$ cat src/rtl/mul_seq.sv
// ---------------------------------------------------------------------------
// mul_seq - iterative shift-add multiply sequencer
//
// Computes the low word of a*b (ARM MUL) in a fixed WIDTH+1 cycles so that
// the single-cycle ALU can stay free of a combinational multiplier. The
// controlling FSM pulses start, stalls while busy is high, and writes back
// result when done pulses. N/Z flag values for the completed product are
// also supplied; S-bit gating is left to the decoder.
//
// Optional feature (macro MUL_SEQ_LONG_EN):
//   defined   - the accumulator is 2*WIDTH bits wide, result_hi carries the
//               UMULL high word and flags cover the full 2*WIDTH product.
//   undefined - the datapath is WIDTH bits wide, result_hi is tied to 0 and
//               flags cover the low word only.
//
// Ports:
//   clk        in   1      system clock, rising edge
//   reset      in   1      asynchronous active-high reset
//   start      in   1      request a multiply (accepted in IDLE or DONE)
//   a          in   WIDTH  multiplicand (Rn), captured on accept
//   b          in   WIDTH  multiplier (Rm), captured on accept
//   busy       out  1      high while iterating; stalls the main FSM
//   done       out  1      one-cycle pulse when result is valid
//   result     out  WIDTH  low WIDTH bits of a*b
//   result_hi  out  WIDTH  high WIDTH bits of a*b (0 unless MUL_SEQ_LONG_EN)
//   flag_n     out  1      negative flag of the completed product
//   flag_z     out  1      zero flag of the completed product
// ---------------------------------------------------------------------------
module mul_seq #(
    parameter int unsigned WIDTH = 32
) (
    input  logic             clk,
    input  logic             reset,
    input  logic             start,
    input  logic [WIDTH-1:0] a,
    input  logic [WIDTH-1:0] b,
    output logic             busy,
    output logic             done,
    output logic [WIDTH-1:0] result,
    output logic [WIDTH-1:0] result_hi,
    output logic             flag_n,
    output logic             flag_z
);

`ifdef MUL_SEQ_LONG_EN
    localparam int unsigned AW = 2 * WIDTH;
`else
    localparam int unsigned AW = WIDTH;
`endif
    localparam int unsigned     CW   = $clog2(WIDTH + 1);
    localparam logic [CW-1:0]   LAST = CW'(WIDTH - 1);

    typedef enum logic [1:0] {
        StIdle,
        StRun,
        StDone
    } state_t;

    state_t           state;
    logic [AW-1:0]    mcand;
    logic [AW-1:0]    acc;
    logic [WIDTH-1:0] mplier;
    logic [CW-1:0]    cnt;

    logic [AW-1:0]    mcand_init;
    logic [AW-1:0]    acc_step;

    // Multiplicand zero-extended to the accumulator width on capture.
`ifdef MUL_SEQ_LONG_EN
    assign mcand_init = {{WIDTH{1'b0}}, a};
`else
    assign mcand_init = a;
`endif

    // One shift-add step; carry out of the top bit is intentionally dropped.
    always_comb begin
        acc_step = acc;
        if (mplier[0]) begin
            acc_step = acc + mcand;
        end
    end

    always_ff @(posedge clk or posedge reset) begin
        if (reset) begin
            state  <= StIdle;
            mcand  <= '0;
            mplier <= '0;
            acc    <= '0;
            cnt    <= '0;
            flag_n <= 1'b0;
            flag_z <= 1'b0;
        end else begin
            case (state)
                StIdle: begin
                    if (start) begin
                        mcand  <= mcand_init;
                        mplier <= b;
                        acc    <= '0;
                        cnt    <= '0;
                        state  <= StRun;
                    end
                end
                StRun: begin
                    acc    <= acc_step;
                    mcand  <= mcand << 1;
                    mplier <= mplier >> 1;
                    cnt    <= cnt + CW'(1);
                    if (cnt == LAST) begin
                        state  <= StDone;
                        // Flags latch from the final product so they hold
                        // (and read 0 after reset) independent of acc.
                        flag_n <= acc_step[AW-1];
                        flag_z <= (acc_step == '0);
                    end
                end
                StDone: begin
                    if (start) begin
                        mcand  <= mcand_init;
                        mplier <= b;
                        acc    <= '0;
                        cnt    <= '0;
                        state  <= StRun;
                    end else begin
                        state <= StIdle;
                    end
                end
                default: begin
                    state <= StIdle;
                end
            endcase
        end
    end

    assign busy   = (state == StRun);
    assign done   = (state == StDone);
    assign result = acc[WIDTH-1:0];

`ifdef MUL_SEQ_LONG_EN
    assign result_hi = acc[AW-1:WIDTH];
`else
    assign result_hi = '0;
`endif

endmodule

$ cat config.mk
export PLATFORM = sky130hd
export DESIGN_NAME = mul_seq
export DESIGN_NICKNAME = d
export VERILOG_FILES = /design/src/rtl/mul_seq.sv
export SDC_FILE = /design/constraint.sdc
export NUM_CORES = 1
export LEC_CHECK = 0
export ABC_AREA = 1
export CAP_MARGIN = 30
export CORE_ASPECT_RATIO = 0.5
export CORE_UTILIZATION = 35
export CTS_CLUSTER_DIAMETER = 50
export DETAILED_ROUTE_END_ITERATION = 8
export PLACE_DENSITY = 0.6
export SLEW_MARGIN = 20
export SYNTH_ARGS = -nofsm -noshare
export SYNTH_HDL_FRONTEND = slang
export SYNTH_SLANG_ARGS = --single-unit
$ cat constraint.sdc
create_clock -name clk -period 4.6 [get_ports clk]
set_clock_uncertainty 0.2 [all_clocks]
set_input_delay 0.92 -clock clk [delete_from_list [all_inputs] [get_ports clk]]
set_output_delay 0.92 -clock clk [all_outputs]
set_load 0.01 [all_outputs]
==> CHANGELOG.md, run 1 <==
### Implementation results

- Number of synthesized flops with an enable pin: 0
- Reg clk slew, reported paths: 0.07 ns
- Unique cell types: 35
- Final-stage net count: roughly 1.3k
- Fp util: between 30 and 40%
- Number of gates resized after CTS: 0
- Via density per instance: between 4 and 5
- Outcome: finished, final reports clean
- Hold WS: 0.2863 ns
- Dpl cells: 1429
- Post-synth ARST share: 100.0%
- Ys Warns: 0
- FF-to-FF setup slack: approximately 1.6 ns
- Final setup viols: 0
- Hold path depth: 2
- Largest net degree at the start of global routing: ~85
- Mean post-synth cell area: 6.854 µm²
- P_leak: around 4.6 nW
- Die ar.: roughly 22000 µm²
- GP Congestion: around 0.96
- Area contributors post-synth: dfrtp_1, nand2_1, inv_1
- CTS sink count: ~110
- Hold Path Class: reg2reg
- Post-route insts no fill: 1445
- Fill count: approximately 2.2k
- Cells on worst reg2reg path: 13
- Mapped cell area: 7430 µm²
- Worst r2r dst: flag_z
- CTS H-Tree Depth: 3
- Ports: ~140
- Crit Path Category: reg2out
- Ys flops: 106
- Post-route ant nets: 0
- DP HPWL: 16260 µm
- Max cap viols: 0
- Fmax: 287.8 MHz
- Worst setup EP type: output port
- Die X: between 200 and 250 µm
- Worst Setup Slack, final: roughly 1.1 ns
- Setup TNS Final: 0 ns
- Commonest cells in the netlist: nand2_1, inv_1, dfrtp_1
- Grt ovf: 0
- Post-CTS Hold Fix Bufs: 0
- Drt first-iter violations: about 550
- Post-layout period usage: between 70% and 80%
- # DRC: 0
- Share of layout cells above drive strength 1: 4.949%
- Crit. Startpoint: state[1]
- CTS tree: built
- First-pass GRT wire length: 34630 µm
- FF-to-FF Start: mplier[0]
- Worst vdd ir: about 190 µV
- Placed instance area: between 8000 and 9000 µm²
- Yosys chip area: about 7400 µm²
- TritonCTS Buffers: 9
- Hold Violations, Final: 0
- Post-synth top area cell: dfrtp_1
- Die height: between 100 and 150 µm
- Root buffer cell: clkbuf_16
- Power Density: 637.6 nW/µm²
- Setup crit start kind: flop
- Crit path DRT: ~3.5 ns
- Pre-Repair DR Iteration Count: 7
- Synthesized instance count: 1084
- Clock Tree Buf Depth: 2
- Hold_sp: mplier[23]
-- run 1: metal layers --
layer	vias to the layer above	track usage, %	wire length, µm
met5	-	0	0
met4	0	3.757	237
met3	16	3.517	1316
met2	226	28.62	8764
met1	3258	31.23	11360
li1	3579	-	-
-- run 1: state kept, by name, summed over array words and instances, names as in the netlist --
register	cells
cnt	6
flag_n	1
flag_z	1
mcand	32
mplier	32
result	32
state	2
-- run 1: kinds of logic (layout without fill, tap and decap cells) --
logic type,count (synthesis),in the layout,share of synthesized area (%)
buffers and inverters,214,271,12.60
xor gates and xnor gates,1,1,0.1179
and+or+nand+nor,586,586,32.87
other,1,32,0.05047
AOI/OAI and AO/OA,143,143,13.00
adders and majority gates,33,33,5.658
DFF,106,106,35.70
-- run 1: power breakdown --
group          total, mW  internal [mW]  switching (mW)
registers           1.60           1.25           0.348
clock network      0.772          0.380           0.392
logic               3.29           1.27            2.01
-- run 1: critical path, cell delays in order, from the launching register on --
cell and delay [ns]:
dfrtp_1 0.42, nor2_4 0.12, buf_4 0.73, clkdlybuf4s50_1 0.69
-- run 1: cell type report --
type                    instances  area [µm²]  area share, %
clock inverters                 5       46.29         0.5215
repair buffers                106        1076          12.12
clock buffers                  11       232.7          2.622
well taps                     273       341.6          3.848
multi-input cells             795        3965          44.67
flip-flops and latches        106        2654          29.89
inverters                     149       561.8          6.328
-- run 1: placed cells by master, fill, tap and decap left out, drive strengths merged, types with 24 or more instances in the layout --
master,Yosys,routed
a21oi,24,24
dfrtp,106,106
nor2,70,70
clkdlybuf4s50,0,102
nand2,419,419
conb,1,32
a22oi,62,62
inv,149,153
ha,32,32
nand3,72,72
Fig. 1: run 1, routed clock nets over the placement
Scale bar: 50 µm.
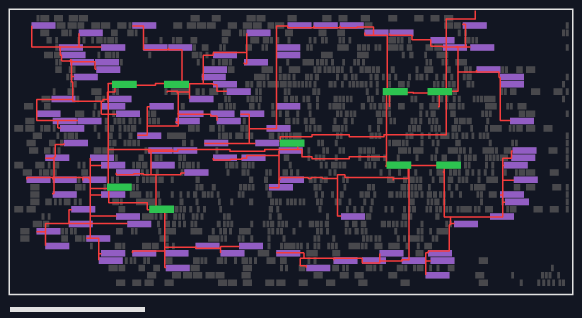
clock wires: shown in red, length 1610 µm. flip-flops: shown in purple, count 106. cells driving clock nets: shown in green, count 9.
Position of the flops: all over the die.

Fig. 2: run 1, placed cells, one color a class
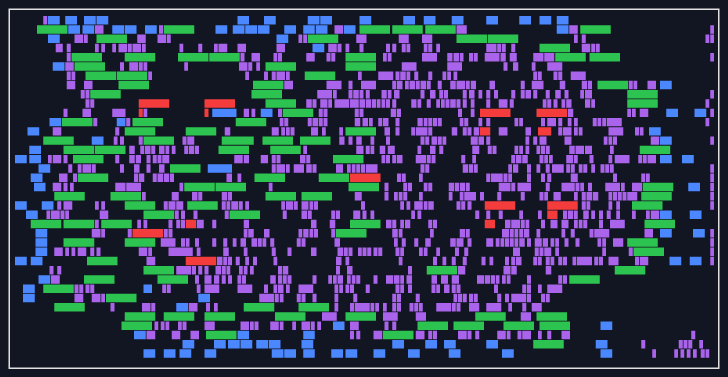
clock drivers and dummy loads: shown in red, cells 16. flops: shown in green, cells 106. other buffers and delay cells: shown in blue, cells 106. all other logic: shown in purple, cells 944.
Seq/total area: 29.89%
Post-Layout Inst Area: 8877 µm²
core outline area: 20690 µm²
Core Rows: 37
fin util: 42.90%

Fig. 3: run 1, wiring by layer
Scale bar: 50 µm.
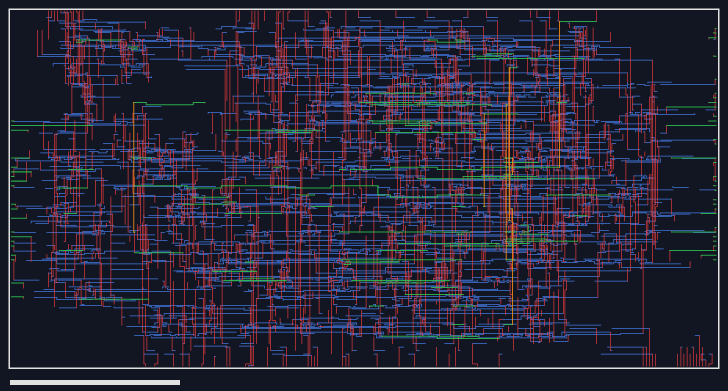
met4: shown in orange, wire length 237 µm. met2: shown in red, wire length 8760 µm. met1: shown in blue, wire length 11400 µm. met3: shown in green, wire length 1320 µm.
final wirelength: 21680 µm
WL per Instance: 15.00 µm
gr usage total: 20.09%
vias: 7079

## Run 2: what changed since run 1
==> constraint.sdc (replaced) <==
create_clock -name clk -period 3.2 [get_ports clk]
set_clock_uncertainty 0.2 [all_clocks]
set_input_delay 0.64 -clock clk [delete_from_list [all_inputs] [get_ports clk]]
set_output_delay 0.64 -clock clk [all_outputs]
set_load 0.01 [all_outputs]
==> run 2 against run 1 <==
Effect of this change: flip-flop count is the same; setup slack worse by 0.90 ns; largest power group unchanged; core utilization up 0.72 points; critical path type is now reg2reg.
==> CHANGELOG.md, run 2 <==
### Implementation results

- Most common cell in the netlist: nand2_1
- Largest net degree at the start of global routing: 55
- Area contributors post-synth: dfrtp_1, nand2_1, inv_1
- Yosys chip area: about 7400 µm²
- Ys flops: 106
- Mapped cell area: about 7400 µm²
- Drt first-iter violations: 486
- GP Congestion: 0.9710
- TritonCTS Buffers: 9
- CTS H-Tree Depth: 3
- Final setup viols: 0
- Main flop type: dfrtp_1
- Share of layout cells above drive strength 1: roughly 6.2%
- Post-layout period usage: between 90 and 100%
- Crit path DRT: between 3 and 4 ns
- Root buffer cell: clkbuf_16
- Top Layout Cells: nand2_1, inv_1, dfrtp_1, clkdlybuf4s50_1, nand3_1
- Die ar.: between 20000 and 25000 µm²
- DP HPWL: around 18000 µm
- Commonest cells in the netlist: nand2_1, inv_1, dfrtp_1
- Power Density: around 900 nW/µm²
- Fp util: 35.90%
- RSZ-0062 raised after global routing: no
- CTS sink count: about 110
- Clock Tree Buf Depth: 2
- Die X: around 210 µm
- Outcome: finished, final reports clean
- Max stage delay on crit path: between 0.4 and 0.5 ns
- Final wirelength: approximately 23000 µm
- Top pwr grp: combinational cells
- Crit Path Category: reg2reg
- First-pass GRT wire length: between 30000 and 40000 µm
- Comb power frac: 59.1%
- Worst Setup Slack, final: between 0.2 and 0.25 ns
- Grt ovf: 0
- Crit-path cells: ha_1 -> fa_2 -> inv_1 -> nand2_1 -> nand2_1 -> nand4_1 -> nor2_1 -> nand2_1 -> nor2_1 -> nand3_1 -> nor2_1 -> nand3_1 -> nor3_2 -> nand3_1 -> nand2_1
- Crit-path max FO: 4
- Critical-path top delay cell: fa_2
- Clk pwr share: 13.9%
- Ports: approximately 140
- Top area contributor share: a little over a third
- Max cap viols: 0
- Cell mode on critical path: nand2_1
- Switching Fraction: 48.80%
- Vias in the first global route: 6834
- Reg clk slew, reported paths: ~0.080 ns
- Worst-Skew Late Latency: around 0.37 ns
- Worst vdd ir: 253.3 µV
- # diodes: 0
- Post-layout min period: between 2 and 3 ns
- Slew @ Worst Pin: between 0.6 and 0.7 ns
- Unique cell types: 35
- Setup crit start kind: flop
- Fin util: about 44%
- Slew margin rel.: a little over half
- CP top delay family: simple AND/OR/NAND/NOR gates
- Mean post-synth cell area: approximately 6.9 µm²
- Post-route ant nets: 0
- NetSw: about 4.1 mW
- Final-stage net count: 1281
- Via density per instance: a little under 5
- Number of synthesized flops with an enable pin: 0
- Clock network power: roughly 1.2 mW
- Pre-Repair DR Iteration Count: 5
- Fin. max-slew vios: 0
- Area delta synth->final: 21.49%
- Seq pwr share: 27.0%
- Core outline area: just over 20000 µm²
- Post-CTS Hold Fix Bufs: 0
- Post-synth top area cell: dfrtp_1
- Core Rows: 37
- Seq share, synth: 35.70%
- # DRC: 0
- Fmax: 335.7 MHz
- P_int: approximately 4.3 mW
- Number of gates resized after CTS: 0
- Post-synth ARST share: 100.0%
- Buf/Inv on CP: 1
- Setup bufs post-CTS: 0
- Most frequent logic cell in the layout: nand2_1
- Setup TNS Final: 0 ns
- Hold Violations, Final: 0
- Worst setup EP type: flop
- Yosys Instances: approximately 1.1k
- Seq power: roughly 2.3 mW
- Synthesized instance count: about 1.1k
- Initial antenna violation count: 0
- Ys Warns: 0
- CTS tree: built
- Port Buffers: ~100
- Crit path DAT: roughly 3.1 ns
- Hold Path Class: reg2reg
- Dpl ws: approximately 0.22 ns
- Comb. pwr: just under 5 mW
- P_leak: 4.710 nW
- Die height: around 110 µm
- Log Warnings: 26
[run 2: cell counts after synthesis]
No cell type changed its count.
[run 2: area by class of cell]
cell class / count / area [µm²]
Tap cell: 273 / 341.6
Timing Repair Buffer: 120 / 1206
Clock inverter: 5 / 42.54
Fill cell: 2121 / 11670
Clock buffer: 11 / 252.7
Sequential cell: 106 / 2653
Multi-Input combinational cell: 795 / 3968
Inverter: 149 / 563.0
[run 2: path summary, 6_finish.rpt]
check	from	endpoint	slack, ns	cells past startpoint
min in group asynchronous	reset	mplier[9]	0.52	2
worst min-delay path	mplier[23]	mplier[23]	0.28	2
max in group asynchronous	reset	result[0]	1.62	3
worst max register to register	result[0]	flag_z	0.22	15
worst min register to register	mplier[23]	mplier[23]	0.28	2
worst max-delay path	result[0]	flag_z	0.22	15
[run 2: layer usage]
layer | GRT usage, % | wire length [µm] | vias to the layer above
met5 | 0 | 0 | -
met4 | 4.921 | 321 | 0
met3 | 4.088 | 1437 | 26
met2 | 31.83 | 9388 | 207
met1 | 33.87 | 12250 | 3314
li1 | - | - | 3605
[run 2: cells by family (layout without fill, tap and decap cells)]
kind of cell	count (synthesis)	after routing	share of synthesized area, %
DFF	106	106	35.70
AOI/OAI and AO/OA	143	143	13.00
buffers and inverters	214	285	12.60
xor gates and xnor gates	1	1	0.1179
other	1	32	0.05047
adders and majority gates	33	33	5.658
and+or+nand+nor	586	586	32.87
[run 2: through the flow]
stage	hold slack (ns)	cells	power [mW]	instance area, µm²
after floorplan	0.2500	1115	5.505	7550
after global placement	0.2621	1443	7.130	8728
after detailed placement	0.2664	1443	7.139	8728
after CTS	0.2875	1459	8.346	9024
after global routing	0.3071	1459	9.115	9026
final	0.2837	1459	8.337	9026
Fig. 4: run 2, routed clock nets over the placement
Scale bar: 50 µm.
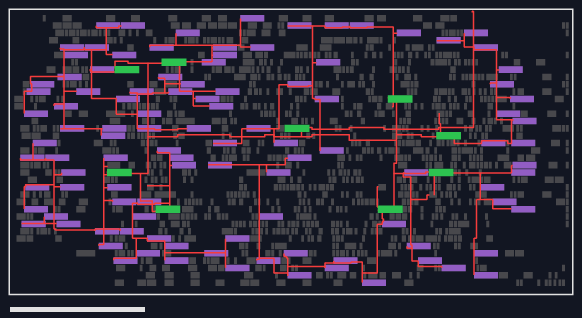
clock wires: shown in red, length 1690 µm. cells driving clock nets: shown in green, count 9. flip-flops: shown in purple, count 106.
There are 10 routed clock nets.

Fig. 5: run 2, wiring by layer
Scale bar: 50 µm.
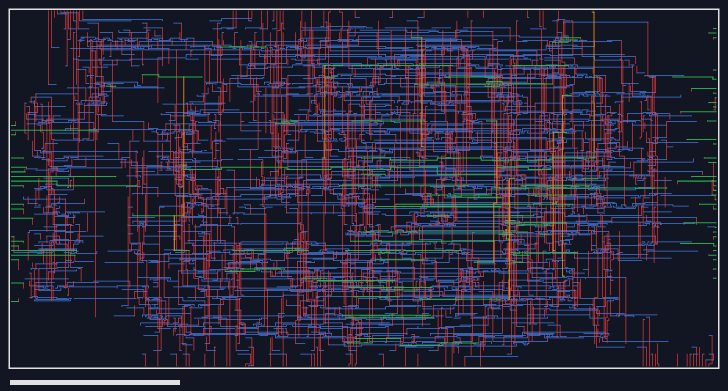
met1: shown in blue, wire length 12200 µm. met2: shown in red, wire length 9390 µm. met3: shown in green, wire length 1440 µm. met4: shown in orange, wire length 322 µm.
gr usage total: 22.17%
WL per Instance: 16.03 µm
vias: 7152

Fig. 6: run 2, placed cells, one color a class
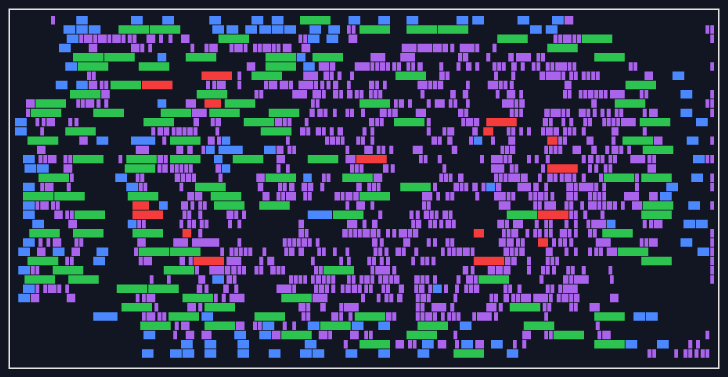
clock drivers and dummy loads: shown in red, cells 16. flops: shown in green, cells 106. all other logic: shown in purple, cells 944. other buffers and delay cells: shown in blue, cells 120.

Power is estimated from default activity; no workload was simulated.
